layer_met2.png
Bar = 20 µm.
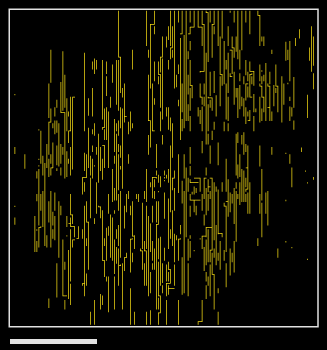
congestion.png
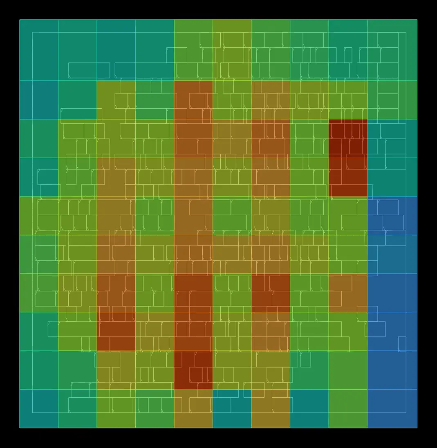
flops_by_reg.png
Bar = 20 µm. Other cells in gray.
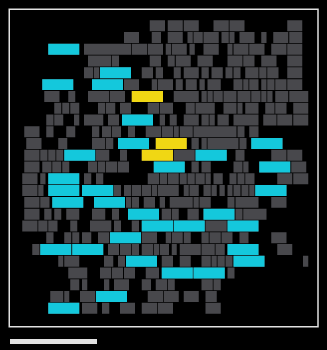
layer_met3.png
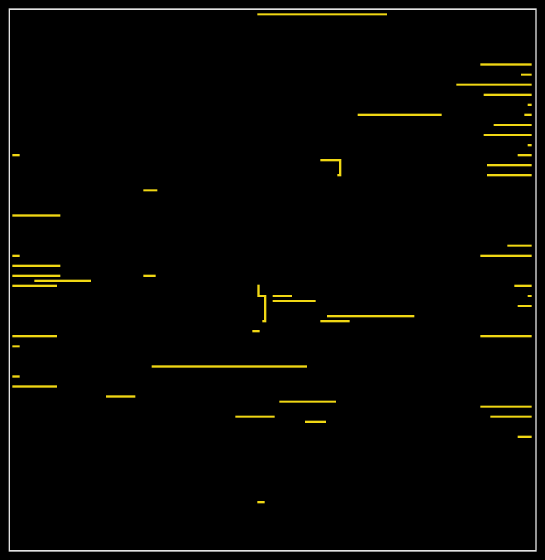
`src/rtl/mcu_ctrl.sv`:
```
// Purpose: multicycle control FSM for a small MIPS-like core (FETCH/DECODE/EXE/MEM/WB).
// Latency: j/NOP 2, beq 3, ALU ops 4, sw 3+N, lw 4+N cycles (N = MEM cycles).
// Backpressure: the FSM stalls in MEM until mem_ready is sampled high.
// Ports:
//   clk, reset          - rising-edge clock, synchronous active-high reset
//   op, funct           - IR fields [31:26] and [5:0], stable from DECODE to retire
//   zero, mem_ready     - ALU equality flag, data memory completion
//   pc_wr, pc_src       - PC load enable and source (0 PC+4, 1 branch, 2 jump)
//   ir_wr, reg_wr       - IR load, register file write
//   reg_dst, wd_sel     - write address (rt/rd), write data (ALU/memory)
//   alu_src_b, alu_op   - ALU B operand select, ALU operation
//   EOp                 - extender mode
//   mem_rd, mem_wr      - memory read/write requests
//   state, retire_cnt   - current FSM state, retired-instruction counter
module mcu_ctrl (
  input  logic        clk,
  input  logic        reset,
  input  logic [5:0]  op,
  input  logic [5:0]  funct,
  input  logic        zero,
  input  logic        mem_ready,
  output logic        pc_wr,
  output logic [1:0]  pc_src,
  output logic        ir_wr,
  output logic        reg_wr,
  output logic        reg_dst,
  output logic        wd_sel,
  output logic        alu_src_b,
  output logic [2:0]  alu_op,
  output logic [1:0]  EOp,
  output logic        mem_rd,
  output logic        mem_wr,
  output logic [2:0]  state,
  output logic [31:0] retire_cnt
);

  localparam logic [2:0] S_FETCH  = 3'd0;
  localparam logic [2:0] S_DECODE = 3'd1;
  localparam logic [2:0] S_EXE    = 3'd2;
  localparam logic [2:0] S_MEM    = 3'd3;
  localparam logic [2:0] S_WB     = 3'd4;

  localparam logic [5:0] OP_RTYPE = 6'b000000;
  localparam logic [5:0] F_ADDU   = 6'b100001;
  localparam logic [5:0] F_SUBU   = 6'b100011;
  localparam logic [5:0] OP_ORI   = 6'b001101;
  localparam logic [5:0] OP_LW    = 6'b100011;
  localparam logic [5:0] OP_SW    = 6'b101011;
  localparam logic [5:0] OP_BEQ   = 6'b000100;
  localparam logic [5:0] OP_LUI   = 6'b001111;
  localparam logic [5:0] OP_J     = 6'b000010;

  localparam logic [2:0] ALU_ADD = 3'b000;
  localparam logic [2:0] ALU_SUB = 3'b001;
  localparam logic [2:0] ALU_OR  = 3'b010;

  localparam logic [1:0] E_SIGN  = 2'b00;
  localparam logic [1:0] E_ZERO  = 2'b01;
  localparam logic [1:0] E_UPPER = 2'b10;
  localparam logic [1:0] E_SHL2  = 2'b11;

  logic [2:0]  r_state;
  logic [31:0] r_retire_cnt;
  logic [2:0]  w_next_state;
  logic        w_retire;

  logic w_addu, w_subu, w_ori, w_lw, w_sw, w_beq, w_lui, w_j, w_nop;
  logic w_ls;

  // EXE operand/operation selection, reused unchanged through MEM
  logic [2:0] w_alu_op;
  logic       w_alu_src_b;
  logic [1:0] w_eop;

  // Un-gated control values; write strobes are masked by reset below
  logic       w_pc_wr, w_ir_wr, w_reg_wr, w_mem_rd, w_mem_wr;
  logic [1:0] w_pc_src;
  logic       w_reg_dst, w_wd_sel;

  assign w_addu = (op == OP_RTYPE) && (funct == F_ADDU);
  assign w_subu = (op == OP_RTYPE) && (funct == F_SUBU);
  assign w_ori  = (op == OP_ORI);
  assign w_lw   = (op == OP_LW);
  assign w_sw   = (op == OP_SW);
  assign w_beq  = (op == OP_BEQ);
  assign w_lui  = (op == OP_LUI);
  assign w_j    = (op == OP_J);
  assign w_nop  = !(w_addu || w_subu || w_ori || w_lw || w_sw || w_beq || w_lui || w_j);
  assign w_ls   = w_lw || w_sw;

  // Next state and retire strobe. Any encoding that cannot legally occur
  // (unused state, or an instruction type that should not reach a state)
  // falls back to FETCH without counting a retirement.
  always_comb begin
    w_next_state = S_FETCH;
    w_retire     = 1'b0;
    case (r_state)
      S_FETCH: w_next_state = S_DECODE;
      S_DECODE: begin
        if (w_j || w_nop) begin
          w_next_state = S_FETCH;
          w_retire     = 1'b1;
        end else begin
          w_next_state = S_EXE;
        end
      end
      S_EXE: begin
        if (w_beq) begin
          w_next_state = S_FETCH;
          w_retire     = 1'b1;
        end else if (w_ls) begin
          w_next_state = S_MEM;
        end else if (w_addu || w_subu || w_ori || w_lui) begin
          w_next_state = S_WB;
        end
      end
      S_MEM: begin
        if (!w_ls) begin
          w_next_state = S_FETCH;
        end else if (!mem_ready) begin
          w_next_state = S_MEM;
        end else if (w_lw) begin
          w_next_state = S_WB;
        end else begin
          w_next_state = S_FETCH;
          w_retire     = 1'b1;
        end
      end
      S_WB: begin
        w_next_state = S_FETCH;
        w_retire     = 1'b1;
      end
      default: w_next_state = S_FETCH;
    endcase
  end

  always_ff @(posedge clk) begin
    if (reset) begin
      r_state      <= S_FETCH;
      r_retire_cnt <= 32'd0;
    end else begin
      r_state <= w_next_state;
      if (w_retire) begin
        r_retire_cnt <= r_retire_cnt + 32'd1;  // wraps naturally at 2^32
      end
    end
  end

  always_comb begin
    w_alu_op    = ALU_ADD;
    w_alu_src_b = 1'b0;
    w_eop       = E_SIGN;
    if (w_subu) begin
      w_alu_op = ALU_SUB;
    end else if (w_ori) begin
      w_alu_op    = ALU_OR;
      w_alu_src_b = 1'b1;
      w_eop       = E_ZERO;
    end else if (w_lui) begin
      w_alu_op    = ALU_OR;
      w_alu_src_b = 1'b1;
      w_eop       = E_UPPER;
    end else if (w_ls) begin
      w_alu_src_b = 1'b1;
    end else if (w_beq) begin
      w_alu_op = ALU_SUB;
      w_eop    = E_SHL2;
    end
  end

  always_comb begin
    w_pc_wr   = 1'b0;
    w_pc_src  = 2'd0;
    w_ir_wr   = 1'b0;
    w_reg_wr  = 1'b0;
    w_reg_dst = 1'b0;
    w_wd_sel  = 1'b0;
    w_mem_rd  = 1'b0;
    w_mem_wr  = 1'b0;
    alu_op    = ALU_ADD;
    alu_src_b = 1'b0;
    EOp       = E_SIGN;
    case (r_state)
      S_FETCH: begin
        w_ir_wr = 1'b1;
        w_pc_wr = 1'b1;
      end
      S_DECODE: begin
        if (w_j) begin
          w_pc_wr  = 1'b1;
          w_pc_src = 2'd2;
        end
      end
      S_EXE: begin
        if (!(w_j || w_nop)) begin
          alu_op    = w_alu_op;
          alu_src_b = w_alu_src_b;
          EOp       = w_eop;
        end
        if (w_beq) begin
          w_pc_wr  = zero;
          w_pc_src = 2'd1;
        end
      end
      S_MEM: begin
        if (w_ls) begin
          alu_op    = w_alu_op;
          alu_src_b = w_alu_src_b;
          EOp       = w_eop;
        end
        w_mem_rd = w_lw;
        w_mem_wr = w_sw;
      end
      S_WB: begin
        w_reg_wr  = 1'b1;
        w_reg_dst = w_addu || w_subu;
        w_wd_sel  = w_lw;
      end
      default: ;
    endcase
  end

  // Side-effecting strobes are suppressed for as long as reset is held,
  // including the cycle in which reset interrupts a memory wait.
  assign pc_wr      = w_pc_wr  && !reset;
  assign ir_wr      = w_ir_wr  && !reset;
  assign reg_wr     = w_reg_wr && !reset;
  assign mem_rd     = w_mem_rd && !reset;
  assign mem_wr     = w_mem_wr && !reset;
  assign pc_src     = w_pc_src;
  assign reg_dst    = w_reg_dst;
  assign wd_sel     = w_wd_sel;
  assign state      = r_state;
  assign retire_cnt = r_retire_cnt;

endmodule
```
`config.mk`:
```
export PLATFORM = sky130hd
export DESIGN_NAME = mcu_ctrl
export DESIGN_NICKNAME = d
export VERILOG_FILES = /design/src/rtl/mcu_ctrl.sv
export SDC_FILE = /design/constraint.sdc
export NUM_CORES = 1
export LEC_CHECK = 0
export ABC_CLOCK_PERIOD_IN_PS = 3350
export CAP_MARGIN = 15
export CORE_AREA = 2 2 69 71
export CTS_CLUSTER_DIAMETER = 80
export CTS_CLUSTER_SIZE = 30
export DETAILED_ROUTE_END_ITERATION = 8
export DIE_AREA = 0 0 71 73
export MAX_ROUTING_LAYER = met4
export PLACE_DENSITY = 0.84
export SLEW_MARGIN = 5
export SYNTH_ARGS = -nofsm -noshare
export SYNTH_HDL_FRONTEND = slang
export SYNTH_SLANG_ARGS = --single-unit
```
`constraint.sdc`:
```
create_clock -name clk -period 3.35 [get_ports clk]
set_input_delay 0.5025 -clock clk [delete_from_list [all_inputs] [get_ports clk]]
set_output_delay 0.5025 -clock clk [all_outputs]
set_load 0.005 [all_outputs]
```
==> out/metrics.cfg <==
[final_timing]
setup_tns_ns = 0
hold_ws_ns = 0.497
worst_pin_slew_ns = 0.526
fmax_mhz = 310
grt_setup_unrepaired = no
fin_skew_ns = 0.00576
hold_viol_final = 0
fin_crit_sh_pct = 96.2
maxSlewHeadroom_pct = 64.9
finalSetupViolCount = 0
final_max_slew_viol_count = 0

[die]
chipArea_um2 = 5180
core_um2 = 4540
num_io_pins = 66
die_w_um = 71
fp_util_pct = 46.6

[global_route]
grt_max_degree = 60
antenna_found_initial = 0
grt_pass1_wl_um = 8450
grt_pass1_vias = 1925

[worst_setup_path]
r2r_end = retire_cnt[31]$_SDFFE_PP0P_
crit_required_ns = 2.85
r2r_cells = 6
crit-reg2reg-launch = state[0]$_SDFF_PP0_
crit_top_cell = clkdlybuf4s50_1
slowest_delay_ns = 0.52
path_class = in2out
start_kind = primary input
critPathArrivalTime_ns = 2.72
crit_path_max_fanout = 7
cp-end-kind = primary output
slowest_stage = clkdlybuf4s50_1
r2r_slack_ns = 1.06

[place]
port_buffers = 64
place_congestion = 0.834
post-dp-hpwl_um = 3800

[route]
viasPerCell = 5.92
num_vias = 2236
first_pass_iters = 4
ant_nets = 0
route.detailed.drc = 0
drt_iter0_drc = 151

[finish]
area_growth_pct = 37.1
fin_util_pct = 63.9
diodes = 0
layout-drive-gt1-share_pct = 8.64
layout_top_cells = clkdlybuf4s50_1 (63), dfxtp_1 (35), a21oi_1 (33), nand2_1 (19), nor2_1 (17)
n_fill_cell = 384
lay_top_count = clkdlybuf4s50_1
nNetsFinal = 340

[clock_tree]
cts_tree = built
cts.sinks = 35
cts_root_buffer = clkbuf_8
ctsLongestPathBuffers = 2
clk_pin_slew_worst_paths_ns = 0.07
numCtsBuffers = 5

[logic_synthesis]
yosys_cells = 261
ys_area_um2 = 2120
syn-cell-area_um2 = 2120
postSynthCellCount = 261
ys_seq_share_pct = 33.1
async_flop_share_pct = 0
enable_flop_cells = 0
synth.avg_cell_area_um2 = 8.11
synth_cell_types = 47
syn-num-nets = 278
ys_warn_count = 0
ys_ff = 35

[status]
status = complete, no violations

[worst_hold_path]
min_from = retire_cnt[21]$_SDFFE_PP0P_
hold-path-endpoint = retire_cnt[21]$_SDFFE_PP0P_
hold_path_class = reg2reg
hold_depth = 2

[job]
cap_violations = 0

[power]
total_power_mw = 0.932
p_leak_nw = 0.905
irDropWorstVdd_v = 0.000198
pwr_density_cell_nw_per_um2 = 321

-- layer_met2.png (at the start) --
- longest straight run: 25.3 µm
- share of all routed wire: 47%
- nets with wire on the layer: 303
- wire length on this layer: 2520 µm
- main direction: vertical

-- congestion.png (at the start) --
Total GRT Usage: 20.6%
DR WL/cell: 14.3 µm

-- flops_by_reg.png (at the start) --
- cyan: `retire_cnt` (placed flops 32)
- yellow: `state` (placed flops 3)

-- layer_met3.png (at the start) --
- main direction: horizontal
- nets with wire on the layer: 44
- wire length on this layer: 235 µm
- longest straight run: 20.7 µm
- share of all routed wire: 4.3%

==> logic make-up (layout without fill, tap and decap cells) <==
| logic type | after synthesis | after routing | share of synthesized area [%] |
|---|---|---|---|
| and+or+nand+nor | 127 | 127 | 35.8 |
| muxes | 4 | 4 | 2.60 |
| other | 1 | 1 | 0.177 |
| xor gates and xnor gates | 1 | 1 | 0.414 |
| AOI/OAI and AO/OA | 70 | 70 | 21.1 |
| buffers and inverters | 22 | 85 | 6.27 |
| DFF | 35 | 35 | 33.1 |
| adders and majority gates | 1 | 1 | 0.591 |
==> tightest hold or removal path: stages, from the launching register on <==
cell	delay, ns
dfxtp_1	0.33
o31ai_1	0.07
a21oi_1	0.05
==> area by class of cell <==
cell class,count,area (µm²),area share [%]
sequential,35,701,24.2
clock buffer,6,82.6,2.85
clock inverter,2,35.0,1.21
inverter,6,22.5,0.777
multi-input combinational,204,1280,44.3
timing repair buffer,71,708,24.4
tap,54,67.6,2.33
==> worst max path at each step <==
stage          start                          end  slack, ns  cells past startpoint
2_1_floorplan  op[3]  retire_cnt[13]$_SDFFE_PP0P_       1.04                      7
3_3_place_gp   op[0]                    alu_src_b       0.15                      7
4_1_cts        op[0]                       EOp[1]       0.11                      7
5_1_grt        op[2]                    alu_op[0]      0.004                      7
6_report       op[2]                       EOp[1]       0.13                      7
3_5_place_dp   op[0]                       EOp[1]       0.12                      7
==> metrics by stage <==
step / worst slack (ns) / cell area (µm²) / instances
after floorplan: 1.04 / 2120 / 261
after global placement: 0.151 / 2780 / 370
after detailed placement: 0.124 / 2780 / 370
after CTS: 0.110 / 2900 / 378
after global routing: 0.00362 / 2900 / 378
final: 0.126 / 2900 / 378
==> per-layer routing <==
layer  wire [µm]  share of wire (%)  track usage, %
met1        2560                 47            25.4
met2        2520                 47            34.1
met3         234                4.3            3.87
met4          91                1.7            7.34
met5           0                  0               -
==> state kept, by name (all words and copies together), names as in the netlist <==
signal	cells
retire_cnt	32
state	3
==> power breakdown <==
part,switching [mW],internal (mW)
clock network,0.152,0.241
registers,0.00951,0.421
logic,0.0567,0.0522
total,0.218,0.713
==> timing repair <==
item | CTS | global route
setup endpoints to repair | 0 | 2
hold buffers | 0 | 0
gates resized | 0 | 2
buffers inserted | 0 | 0
==> Yosys cell counts (3+ instances only) <==
cell | count | area, µm²
or3_1 | 16 | 100
or4_1 | 12 | 90.1
mux2_4 | 3 | 45.0
nor2_1 | 17 | 63.8
and3_1 | 4 | 25.0
dfxtp_1 | 35 | 701
o21ai_0 | 8 | 40.0
nand4b_1 | 3 | 26.3
o31ai_1 | 12 | 90.1
a21oi_1 | 33 | 165
buf_6 | 6 | 67.6
nor2b_1 | 4 | 25.0
and2_1 | 4 | 25.0
inv_1 | 6 | 22.5
nand4_1 | 12 | 75.1
nor3_1 | 8 | 40.0
clkbuf_1 | 6 | 22.5
and4_1 | 5 | 43.8
o21ai_1 | 6 | 30.0
nand3_1 | 12 | 60.1
nand2_1 | 19 | 71.3
No activity file was given, so power comes from the tool's default toggle rates.
